$ cat config.mk
export PLATFORM = sky130hd
export DESIGN_NAME = gan_frame_streamer
export DESIGN_NICKNAME = d
export VERILOG_FILES = /design/src/rtl/gan_frame_streamer_pkg.sv /design/src/rtl/frame_fifo.sv /design/src/rtl/gan_frame_streamer.sv
export SDC_FILE = /design/constraint.sdc
export NUM_CORES = 1
export LEC_CHECK = 0
export CAP_MARGIN = 5
export CORE_ASPECT_RATIO = 0.75
export CORE_MARGIN = 5
export CORE_UTILIZATION = 25
export DETAILED_ROUTE_END_ITERATION = 10
export GPL_TIMING_DRIVEN = 0
export PLACE_DENSITY_LB_ADDON = 0.1
export SYNTH_ARGS = -nofsm -noshare
export SYNTH_HDL_FRONTEND = slang
export SYNTH_SLANG_ARGS = --single-unit
$ cat constraint.sdc
create_clock -name clk -period 2.7 [get_ports clk]
set_clock_uncertainty 0.1 [all_clocks]
set_input_delay 0.54 -clock clk [delete_from_list [all_inputs] [get_ports clk]]
set_output_delay 0.54 -clock clk [all_outputs]
set_load 0.02 [all_outputs]
$ cat src/rtl/gan_frame_streamer_pkg.sv
// Shared constants for the GAN frame streamer: frame layout, word indices, header fields, FSM states.
// FRAME_SEQ_EN adds a sequence/tag header word ahead of each frame.
package gan_frame_streamer_pkg;

  localparam int unsigned WORDS_PER_FRAME = 10;

  localparam int unsigned IDX_SCORE = 0;
  localparam int unsigned IDX_P1X1  = 1;
  localparam int unsigned IDX_P1X2  = 2;
  localparam int unsigned IDX_P1X3  = 3;
  localparam int unsigned IDX_P2X1  = 4;
  localparam int unsigned IDX_P2X2  = 5;
  localparam int unsigned IDX_P2X3  = 6;
  localparam int unsigned IDX_P3X1  = 7;
  localparam int unsigned IDX_P3X2  = 8;
  localparam int unsigned IDX_P3X3  = 9;

  localparam int unsigned SEQ_LSB = 0;
  localparam int unsigned SEQ_MSB = 15;
  localparam int unsigned TAG_BIT = 16;

`ifdef FRAME_SEQ_EN
  localparam int unsigned HDR_WORDS = 1;
`else
  localparam int unsigned HDR_WORDS = 0;
`endif

  localparam int unsigned NUM_WORDS = WORDS_PER_FRAME + HDR_WORDS;

  typedef enum logic [0:0] {StIdle, StSend} out_state_e;

endpackage

$ cat src/rtl/frame_fifo.sv
// Frame buffer: DEPTH entries of one captured GAN frame plus its tag bit, wrapping pointers.
module frame_fifo #(
  parameter int unsigned WIDTH = 321,
  parameter int unsigned DEPTH = 2
) (
  input  logic                         clk,
  input  logic                         rst,
  input  logic                         push,
  input  logic                         pop,
  input  logic [WIDTH-1:0]             wdata,
  output logic [WIDTH-1:0]             rdata,
  output logic [$clog2(DEPTH+1)-1:0]   count
);

  localparam int unsigned PtrW = (DEPTH > 1) ? $clog2(DEPTH) : 1;
  localparam int unsigned CntW = $clog2(DEPTH + 1);

  logic [WIDTH-1:0] mem_q [DEPTH];
  logic [PtrW-1:0]  wr_ptr_q, rd_ptr_q;
  logic [CntW-1:0]  count_q;

  function automatic logic [PtrW-1:0] wrap_inc(input logic [PtrW-1:0] p);
    return (p == PtrW'(DEPTH - 1)) ? '0 : p + PtrW'(1);
  endfunction

  assign rdata = mem_q[rd_ptr_q];
  assign count = count_q;

  always_ff @(posedge clk or negedge rst) begin
    if (!rst) begin
      for (int i = 0; i < DEPTH; i++) begin
        mem_q[i] <= '0;
      end
      wr_ptr_q <= '0;
      rd_ptr_q <= '0;
      count_q  <= '0;
    end else begin
      if (push) begin
        mem_q[wr_ptr_q] <= wdata;
        wr_ptr_q        <= wrap_inc(wr_ptr_q);
      end
      if (pop) begin
        rd_ptr_q <= wrap_inc(rd_ptr_q);
      end
      if (push && !pop) begin
        count_q <= count_q + CntW'(1);
      end else if (pop && !push) begin
        count_q <= count_q - CntW'(1);
      end
    end
  end

endmodule

$ cat src/rtl/gan_frame_streamer.sv
// Issues samples into the GAN, captures results after PIPE_LAT, streams whole frames out.
// Define FRAME_SEQ_EN to prefix every frame with a sequence-number/tag header word.
module gan_frame_streamer
  import gan_frame_streamer_pkg::*;
#(
  parameter int unsigned WIDTH    = 32,
  parameter int unsigned PIPE_LAT = 8,
  parameter int unsigned FRAMES   = 2
) (
  input  logic                            clk,
  input  logic                            rst,
  input  logic                            s_valid,
  output logic                            s_ready,
  input  logic [WIDTH-1:0]                s_in_1,
  input  logic [WIDTH-1:0]                s_in_2,
  input  logic                            s_choice,
  output logic [WIDTH-1:0]                g_in_1,
  output logic [WIDTH-1:0]                g_in_2,
  output logic                            g_choice,
  input  logic [WORDS_PER_FRAME*WIDTH-1:0] r_frame,
  output logic                            m_valid,
  input  logic                            m_ready,
  output logic [WIDTH-1:0]                m_data,
  output logic                            m_last,
  output logic                            m_tag
);

  localparam int unsigned FrameW = WORDS_PER_FRAME * WIDTH;
  localparam int unsigned CredW  = $clog2(FRAMES + 1);
  localparam int unsigned IdxW   = $clog2(NUM_WORDS);
  localparam logic [IdxW-1:0] LastIdx = IdxW'(NUM_WORDS - 1);

  logic [CredW-1:0]    credits_q, credits_d;
  logic                accept, issue_vld_q, capture, pop;
  logic [PIPE_LAT-1:0] tag_vld_q, tag_chc_q;
  logic [FrameW:0]     head;
  logic [CredW-1:0]    count;
  out_state_e          state_q, state_d;
  logic [IdxW-1:0]     idx_q, idx_d, word_sel;
  logic [WIDTH-1:0]    head_words [WORDS_PER_FRAME];
  logic                head_tag;

  assign s_ready  = (credits_q != '0);
  assign accept   = s_valid && s_ready;
  assign capture  = tag_vld_q[PIPE_LAT-1];
  assign head_tag = head[FrameW];
  assign word_sel = idx_q - IdxW'(HDR_WORDS);

  for (genvar w = 0; w < WORDS_PER_FRAME; w++) begin : g_words
    assign head_words[w] = head[w*WIDTH +: WIDTH];
  end

  always_comb begin
    credits_d = credits_q;
    if (accept && !pop) begin
      credits_d = credits_q - CredW'(1);
    end else if (pop && !accept) begin
      credits_d = credits_q + CredW'(1);
    end
  end

  always_ff @(posedge clk or negedge rst) begin
    if (!rst) begin
      credits_q   <= CredW'(FRAMES);
      g_in_1      <= '0;
      g_in_2      <= '0;
      g_choice    <= 1'b0;
      issue_vld_q <= 1'b0;
    end else begin
      credits_q   <= credits_d;
      g_in_1      <= accept ? s_in_1 : '0;
      g_in_2      <= accept ? s_in_2 : '0;
      g_choice    <= accept ? s_choice : 1'b0;
      issue_vld_q <= accept;
    end
  end

  // Tag pipe is fed from the registered issue stage, so its tap lines up with r_frame.
  always_ff @(posedge clk or negedge rst) begin
    if (!rst) begin
      tag_vld_q <= '0;
      tag_chc_q <= '0;
    end else begin
      tag_vld_q[0] <= issue_vld_q;
      tag_chc_q[0] <= g_choice;
      for (int i = 1; i < PIPE_LAT; i++) begin
        tag_vld_q[i] <= tag_vld_q[i-1];
        tag_chc_q[i] <= tag_chc_q[i-1];
      end
    end
  end

  frame_fifo #(
    .WIDTH (FrameW + 1),
    .DEPTH (FRAMES)
  ) u_frame_fifo (
    .clk   (clk),
    .rst   (rst),
    .push  (capture),
    .pop   (pop),
    .wdata ({tag_chc_q[PIPE_LAT-1], r_frame}),
    .rdata (head),
    .count (count)
  );

`ifdef FRAME_SEQ_EN
  localparam int unsigned SeqW = SEQ_MSB - SEQ_LSB + 1;
  logic [SeqW-1:0]  seq_q;
  logic [WIDTH-1:0] hdr_word;

  always_ff @(posedge clk or negedge rst) begin
    if (!rst) begin
      seq_q <= '0;
    end else if (pop) begin
      seq_q <= seq_q + SeqW'(1);
    end
  end

  always_comb begin
    hdr_word                  = '0;
    hdr_word[SEQ_MSB:SEQ_LSB] = seq_q;
    hdr_word[TAG_BIT]         = head_tag;
  end
`endif

  always_comb begin
    state_d = state_q;
    idx_d   = idx_q;
    pop     = 1'b0;
    m_valid = 1'b0;
    m_data  = '0;
    m_last  = 1'b0;
    m_tag   = 1'b0;
    unique case (state_q)
      StIdle: begin
        if (count != '0) begin
          state_d = StSend;
          idx_d   = '0;
        end
      end
      StSend: begin
        m_valid = 1'b1;
        m_tag   = head_tag;
        m_last  = (idx_q == LastIdx);
`ifdef FRAME_SEQ_EN
        m_data  = (idx_q == '0) ? hdr_word : head_words[word_sel];
`else
        m_data  = head_words[word_sel];
`endif
        if (m_ready) begin
          if (m_last) begin
            pop   = 1'b1;
            idx_d = '0;
            // A frame captured on this same edge keeps the stream gapless.
            if (count <= CredW'(1) && !capture) begin
              state_d = StIdle;
            end
          end else begin
            idx_d = idx_q + IdxW'(1);
          end
        end
      end
      default: state_d = StIdle;
    endcase
  end

  always_ff @(posedge clk or negedge rst) begin
    if (!rst) begin
      state_q <= StIdle;
      idx_q   <= '0;
    end else begin
      state_q <= state_d;
      idx_q   <= idx_d;
    end
  end

endmodule

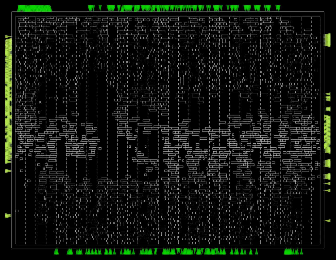
Fig. 1. Cell outlines without signal wires.
Non-Filler Instances: 4443
std cell rows: 113
Filler Cell Count: 12200

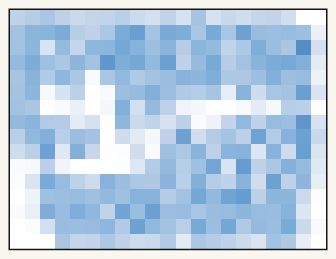
Fig. 2. Cell area per tile.
21 x 16 tiles, from white (low) to dark blue (high), 0 to 100% covered.
- nearly empty tiles: 7.4%
- mean over tiles: 31%
- fullest tile: 62%
fraction of the core area covered by cells at the end of the flow: 0.3460
initial standard-cell utilization of the core: 0.2520
floorplan core area: 126800 um2

==> results.sh <==
# physical design summary
export IMPL_status="finished with violations"
export IMPL_failed_checks="negative hold slack, negative setup slack"
export IMPL_vias=20340
export IMPL_predominant_post_synthesis_flop_cell="sky130_fd_sc_hd__dfrtp_1"
export IMPL_final_hold_violation_count=91
export IMPL_drc=0
export IMPL_ys_async_rst_share=1.000
export IMPL_grt_busiest_layer="met2"
export IMPL_met3_usage=0.04012
export IMPL_synth_flop_count=735
export IMPL_top_power_group="clock"
export IMPL_post_route_cells_drive_above_1_share=0.4837
export IMPL_bufAreaShareNonClock=0.1558
export IMPL_clk_power_uw=11900
export IMPL_area_fraction_in_xor_and_xnor_cells=0.001918
export IMPL_synth_edff_count=0
export IMPL_path_cells="buf_12 > buf_16 > buf_12 > mux2_2 > o22ai_4 > nor2_4 > a221o_1 > buf_6"
export IMPL_layout_top_cells="sky130_fd_sc_hd__mux2_2 (757), sky130_fd_sc_hd__dfrtp_1 (732), sky130_fd_sc_hd__clkdlybuf4s50_1 (452), sky130_fd_sc_hd__mux4_2 (96), sky130_fd_sc_hd__clkbuf_16 (91)"
export IMPL_numPortBuffers=488
export IMPL_seq_power_share=0.466
export IMPL_setup_tns_final_ns=-22.78
export IMPL_static_leakage_power_uw=0.01927
export IMPL_combPwrFrac=0.048
export IMPL_comb_cells=1199
export IMPL_cellPowerDensity_nw_per_um2=556.3
export IMPL_worst_r2r_dst="u_frame_fifo.mem_q[523]"
export IMPL_finalWeightedCongestion=0.7982
export IMPL_pin_count=490
export IMPL_detailroute_wirelength_met2_um=56930
export IMPL_timing_max_cap_violations=0
export IMPL_critical_path_top_delay_family="buffers and inverters"
export IMPL_regToRegStartpoint="tag_vld_q[7]"
export IMPL_setup_viol=33
export IMPL_numSequentialCells=735
export IMPL_worstSetupEndpointType="output pin"
export IMPL_met1_usage=0.2185
export IMPL_synth_adder_area_share=0.001957
export IMPL_number_of_gates_resized_after_cts=470
export IMPL_clk_path_buf_depth=3
export IMPL_nClkBuffers=127
export IMPL_slew_limit_headroom=0.3031
export IMPL_crit_top_cell="sky130_fd_sc_hd__buf_12"
export IMPL_largest_registers="u_frame_fifo.mem_q (642), g_in_1 (32), g_in_2 (32)"
export IMPL_cts_tree="yes"
export IMPL_grt_pass1_vias=23230
export IMPL_tally_of_openroad_warnings=46
export IMPL_cp_startpoint="u_frame_fifo.rd_ptr_q"
export IMPL_post_dp_hpwl_um=86990
export IMPL_sh_comb_area=0.3111
export IMPL_worstSetupStartpointType="flop"
export IMPL_timing_final_crit_share=1.296
export IMPL_routed_via_density=4.577
export IMPL_total_global_route_track_usage=0.1699
export IMPL_total_power_uw=24410
export IMPL_grt_start_max_net_pins=121
export IMPL_area_share_of_the_largest_cell_type_after_synthesis=0.5746
export IMPL_drt_antenna_violating_nets=0
export IMPL_area_growth_synth_to_final_pct=37.29
export IMPL_topCombFamilyByArea="multiplexers"
export IMPL_place_area_um2=39110
export IMPL_post_synth_top_area_cell="sky130_fd_sc_hd__dfrtp_1"
export IMPL_layout_top_cell_excl_fill_tap="sky130_fd_sc_hd__mux2_2"
export IMPL_cts_repair_timing_setup_buffer_count=15
export IMPL_synth_yosys_chip_area_um2=31970
export IMPL_wl_per_cell_um=26.13
export IMPL_final_hold_worst_slack_ns=-0.2154
export IMPL_largest_register="u_frame_fifo.mem_q"
export IMPL_hold_class="in2async"
export IMPL_number_of_clock_buffers_inserted_by_tritoncts=86
export IMPL_power_internal_uw=18950
export IMPL_critPathMaxFanout=6
export IMPL_critical_path_depth=8
export IMPL_post_synth_mux_area_share=0.3399
export IMPL_drt_first_iter_violations=824
export IMPL_switching_power_uw=5460
export IMPL_cts_sink_count=735
export IMPL_fin_nets=3092
export IMPL_rsz_0062_raised_after_global_routing="true"
export IMPL_grt_overflow=0
export IMPL_max_vdd_ir_drop_mv=0.4393
export IMPL_finalWorstSetupSlack_ns=-0.7996
export IMPL_nWellTaps=1667
export IMPL_crit_arrival_ns=2.86
export IMPL_preCtsSetupSlack_ns=-1.565
export IMPL_seqCellArea_um2=18400
export IMPL_seq_cell_share=0.4192
export IMPL_ctsRootBufferMaster="sky130_fd_sc_hd__clkbuf_16"
export IMPL_worstSetupPathType="reg2out"
